--- config.mk ---
export PLATFORM = sky130hd
export DESIGN_NAME = paralelo_serial
export DESIGN_NICKNAME = d
export VERILOG_FILES = /design/src/rtl/paralelo_serial.sv
export SDC_FILE = /design/constraint.sdc
export NUM_CORES = 1
export LEC_CHECK = 0
export ABC_AREA = 0
export ABC_CLOCK_PERIOD_IN_PS = 1620
export CAP_MARGIN = 40
export CORE_MARGIN = 2
export CORE_UTILIZATION = 43
export DETAILED_ROUTE_END_ITERATION = 10
export HOLD_SLACK_MARGIN = 0.02
export PLACE_DENSITY = 0.78
export SETUP_SLACK_MARGIN = 0.4
export SYNTH_ARGS = -nofsm -noshare
export SYNTH_HDL_FRONTEND = slang
export SYNTH_SLANG_ARGS = --single-unit
export TNS_END_PERCENT = 10
--- constraint.sdc ---
create_clock -name clk_32f -period 1.62 [get_ports clk_32f]
set_clock_uncertainty 0.2 [all_clocks]
set_input_delay 0.243 -clock clk_32f [delete_from_list [all_inputs] [get_ports clk_32f]]
set_output_delay 0.243 -clock clk_32f [all_outputs]
set_load 0.01 [all_outputs]
--- src/rtl/paralelo_serial.sv ---
// Serializer for the serial link TX side: sends an 8-bit symbol MSB first per 8-cycle slot, with a comma preamble after reset.
// Optional saturating comma counter on BC_counter when PS_BC_COUNTER_EN is defined.
module paralelo_serial #(
  parameter logic [7:0]  COMMA       = 8'hBC,
  parameter int unsigned INIT_COMMAS = 4
) (
  input  logic       clk_32f,
  input  logic       reset,
  input  logic [7:0] data_in,
  input  logic       valid_in,
  output logic       ready_out,
  output logic       data_out,
  output logic       frame_out,
  output logic       active
`ifdef PS_BC_COUNTER_EN
  ,
  output logic [3:0] BC_counter
`endif
);

  typedef enum logic {ST_INIT, ST_ACTIVE} state_t;

  // A preamble length of zero would never release the link, so it is treated as one comma.
  localparam logic [3:0] INIT_EFF = (INIT_COMMAS == 0) ? 4'd1 : 4'(INIT_COMMAS);

  state_t     state_q;
  logic [7:0] shreg_q, shreg_d;
  logic [2:0] bit_sel_q, bit_sel_d;
  logic [3:0] comma_cnt_q;
  logic       active_q;
  logic       slot_end;
  logic       xfer;

  assign slot_end  = (bit_sel_q == 3'd7);
  assign ready_out = active_q && slot_end;
  assign xfer      = valid_in && ready_out;
  assign data_out  = shreg_q[7];
  assign frame_out = (bit_sel_q == 3'd0);
  assign active    = active_q;

  always_comb begin
    bit_sel_d = bit_sel_q + 3'd1;
    shreg_d   = {shreg_q[6:0], 1'b0};
    if (slot_end) begin
      shreg_d = xfer ? data_in : COMMA;
    end
  end

  always_ff @(posedge clk_32f) begin
    if (reset) begin
      shreg_q   <= COMMA;
      bit_sel_q <= 3'd0;
    end else begin
      shreg_q   <= shreg_d;
      bit_sel_q <= bit_sel_d;
    end
  end

  // Preamble FSM: count completed comma slots, then open the data path for good.
  always_ff @(posedge clk_32f) begin
    if (reset) begin
      state_q     <= ST_INIT;
      comma_cnt_q <= 4'd0;
      active_q    <= 1'b0;
    end else begin
      case (state_q)
        ST_INIT: begin
          if (slot_end) begin
            comma_cnt_q <= comma_cnt_q + 4'd1;
            if (comma_cnt_q + 4'd1 == INIT_EFF) begin
              state_q  <= ST_ACTIVE;
              active_q <= 1'b1;
            end
          end
        end
        ST_ACTIVE: begin
          state_q <= ST_ACTIVE;
        end
        default: begin
          state_q <= ST_INIT;
        end
      endcase
    end
  end

`ifdef PS_BC_COUNTER_EN
  logic [3:0] bc_q;
  logic       load_comma;

  assign load_comma = slot_end && !xfer;
  assign BC_counter = bc_q;

  always_ff @(posedge clk_32f) begin
    if (reset) begin
      bc_q <= 4'd0;
    end else if (load_comma && (bc_q != 4'hF)) begin
      bc_q <= bc_q + 4'd1;
    end
  end
`endif

endmodule
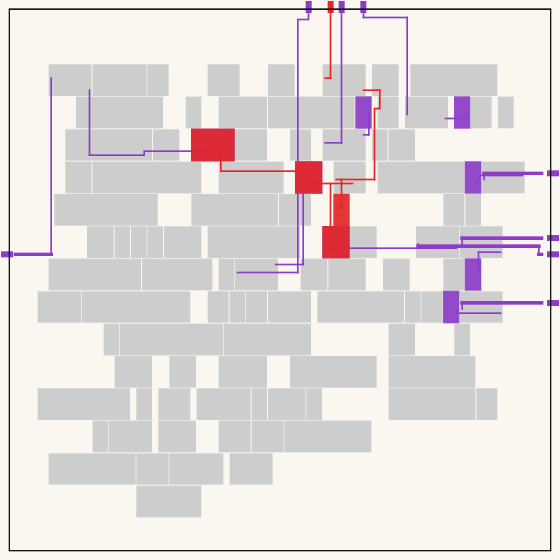
Fig. 1. Nets reached from selected ports.
- purple: `data_in` (direction input; end cells 8; buffers 8; wire 153 um)
- red: `valid_in` (direction input; end cells 4; buffers 2; wire 42.1 um)

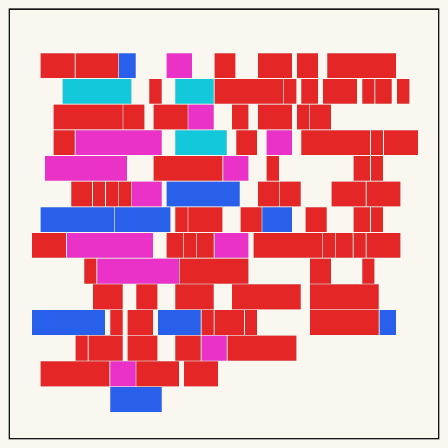
Fig. 2. Drive-strength map.
- red: _0 and _1 cells (cells 76)
- magenta: _3 and _4 cells (cells 12)
- blue: _2 cells (cells 9)
- cyan: _6 and larger (cells 3)
Final WS setup: -0.0306 ns
Non-clock buffers: 19
final instance area: 1010 um^2
Area Growth Syn to Fin: 37.0%

==> flow_summary.yaml <==
# yosys + openroad results
run_status:
  status: "finished with violations"
  violations: "negative setup slack"
setup_path:
  ff2ff_path_depth: 7
  critical_path_arrival_ns: 1.21
  r2r-end: "comma_cnt_q[0]$_SDFFE_PP0P_"
  cp.buffers_inverters: 1
  cpMaxStageDelayCell: "dfxtp_4"
  start_kind: "register"
  crit_top_cell: "ha_4"
  path_cells: "ha_4 -> ha_4 -> and2_4 -> buf_6"
  cp_top_family: "flip-flops"
  worst-setup-path-type: "reg2out"
  critPathMaxFanout: 3
  cpPeakStageDelay_ns: 0.36
  cp_data_required_time_ns: 1.18
  r2r_start: "bit_sel_q[0]$_SDFF_PP0_"
  r2r_slack_ns: 0.01
  cp-end-kind: "output port"
power:
  pwr_density_cell_nw_per_um2: 728
  ir_drop_v: 0.000446
  leakagePower_nw: 0.410
yosys:
  top_area_share_pct: 46.3
  ys_sh_simple_pct: 28.1
  synth_cells: 80
  synth.distinct_cells: 24
  logic_family: "simple AND/OR/NAND/NOR gates"
  syn-cell-area_um2: 734
  yosys.area_share.adder_pct: 8.52
  synth_seq_share_pct: 46.3
  mux_share_pct: 1.36
  synth_warnings: 0
  ys.flops: 17
  synthArstFlopShare_pct: 0
  ys_area_um2: 734
  edf_count: 0
  ff_type: "dfxtp_1"
  yosys_cells: 80
  synth_xor_xnor_area_share_pct: 3.58
  top_area_cell: "dfxtp_1"
  ys_sh_aoi_pct: 8.86
  synth_nets: 96
  synth_area_per_cell_um2: 9.18
  top_cells_by_area: "dfxtp_1 46%, nor2_1 8.7%, ha_1 8.5%, a21oi_1 6.1%, or2_1 4.3%"
  synthTopCellsByCount: "17 x dfxtp_1, 17 x nor2_1, 9 x a21oi_1, 5 x ha_1, 5 x or2_1"
clock_tree:
  clkSlewWorstSetupHoldPaths_ns: 0.09
  insertion_delay_ns: 0.28
  cts.sinks: 17
  cts_max_level: 1
  cts_setup_buffers: 1
  cts_tree: "built"
  clockRootBuffer: "clkbuf_4"
  cts_resized: 19
  numCtsBuffers: 3
  holdBufCountCts: 0
  clockBufferDepth: 2
die:
  die_w_um: 45.3
  dieArea_um2: 2050
  dieHeight_um: 45.3
  fp_util_pct: 47.1
  boundaryPins: 15
final_timing:
  relSlewSlack_pct: 84.3
  rsz0062_at_grt: "yes"
  hold_slack_ns: 0.241
  final_hold_viol_count: 0
  setup_viol: 1
  slew_viol_final: 0
  fmaxAchievable_mhz: 606
  min_period_over_period_pct: 102
  finalWorstSetupSlack_ns: -0.0306
  worstMarginPinSlew_ns: 0.234
  min_period_ns: 1.65
detailed_routing:
  wl_met3_um: 61
  via_per_inst: 4.99
  drt_iter0_markers: 8
  routed_wl_mm: 1.31
  wl_met1_um: 534
  first_pass_iters: 4
  wl_per_cell_um: 11.3
  wl_met2_um: 674
  num_vias: 579
  highest_layer: "met4"
  drc: 0
  ant_nets: 0
grt:
  grt_overflow: 0
  grt_most_used_layer: "met2"
  grt_max_degree: 18
  grt_pass1_vias: 563
  grt_pass1_wl_mm: 2.30
  antenna_found_initial: 0
cells_and_area:
  drive_gt1_share_pct: 24.0
  layout_top_cells: "17 x nor2_1, 12 x dfxtp_1, 10 x clkdlybuf4s50_1"
  nFillCells: 122
  logic_area_um2: 412
  flop_area_um2: 352
  final_common_cell: "nor2_1"
  antenna_cells: 0
  fin_nets: 117
placed_design:
  gp_congestion: 0.723
  io_buffers: 14
  place_hpwl_um: 965
  placed_cell_area_um2: 948
min_path:
  holdPathStages: 1
  min-delay-start: "bit_sel_q[0]$_SDFF_PP0_"
  hold_class: "reg2reg"
  min_to: "bit_sel_q[0]$_SDFF_PP0_"
flow_run:
  warning_count: 31
  maxCapViolations: 0
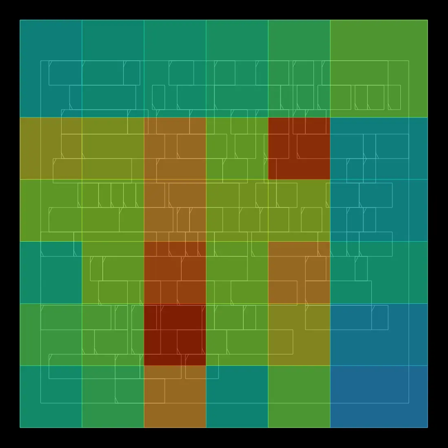
Fig. 3. Routing congestion.
met3 Use GR: 4.40%
Util after Layout: 64.5%
met2 global-route usage: 26.0%
GR Layer Usage met1: 17.6%
Total GRT Usage: 16.1%

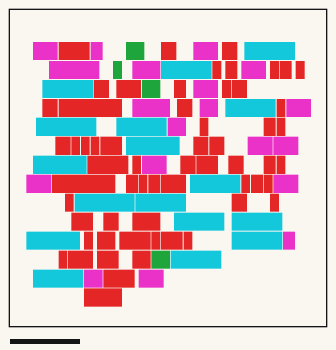
Fig. 4. Cells coloured by class.
The bar under the picture is 10 um long.
- cyan: sequential cells (cells 17; share of their area 36%)
- magenta: remaining buffers and delay cells (cells 19; share of their area 19%)
- green: clock drivers and dummy loads (cells 4; share of their area 2.7%)
- red: combinational and other logic (cells 60; share of their area 43%)
core area: 1560 um^2
Rows: 14
flop share of the area: 35.0%

==> metrics by stage <==
step | worst slack (ns) | std cells | power [mW] | util, % | setup TNS [ns]
final | -0.0306 | 116 | 0.733 | 64.5 | -0.0306
after global routing | -0.0777 | 116 | 0.771 | 64.5 | -0.208
after CTS | -0.0383 | 116 | 0.749 | 63.4 | -0.0658
after detailed placement | -0.0864 | 111 | 0.532 | 60.8 | -0.124
after global placement | -0.0621 | 111 | 0.529 | 60.8 | -0.0679
after floorplan | 0.121 | 80 | 0.480 | - | 0
==> area by class of cell <==
class                      count  share of cell area [%]
timing repair buffer          19                    18.8
sequential                    17                    35.0
inverter                       2                   0.746
clock buffer                   4                    2.61
tap                           16                    1.99
multi-input combinational     58                    40.9
==> sequential cells by signal (all words and copies together) (netlist names) <==
| register | cells |
|---|---|
| active | 1 |
| bit_sel_q | 3 |
| shreg_q | 8 |
| state_q | 1 |
| comma_cnt_q | 4 |
==> report_power, final <==
group	internal, mW	leakage, nW	switching (mW)
logic	0.0482	0.253	0.0281
clock network	0.0957	0.0150	0.122
registers	0.430	0.142	0.00821
total	0.574	0.410	0.159
==> worst max-delay path by stage <==
| stage | from | to | depth (start not counted) |
|---|---|---|---|
| 6_report | bit_sel_q[0]$_SDFF_PP0_ | ready_out | 4 |
| 4_1_cts | bit_sel_q[0]$_SDFF_PP0_ | ready_out | 4 |
| 3_5_place_dp | bit_sel_q[0]$_SDFF_PP0_ | ready_out | 4 |
| 5_1_grt | bit_sel_q[0]$_SDFF_PP0_ | ready_out | 4 |
| 3_3_place_gp | bit_sel_q[0]$_SDFF_PP0_ | ready_out | 4 |
| 2_1_floorplan | bit_sel_q[0]$_SDFF_PP0_ | comma_cnt_q[3]$_SDFFE_PP0P_ | 7 |
Power figures rest on the tool's default switching activity, not on a simulated workload.
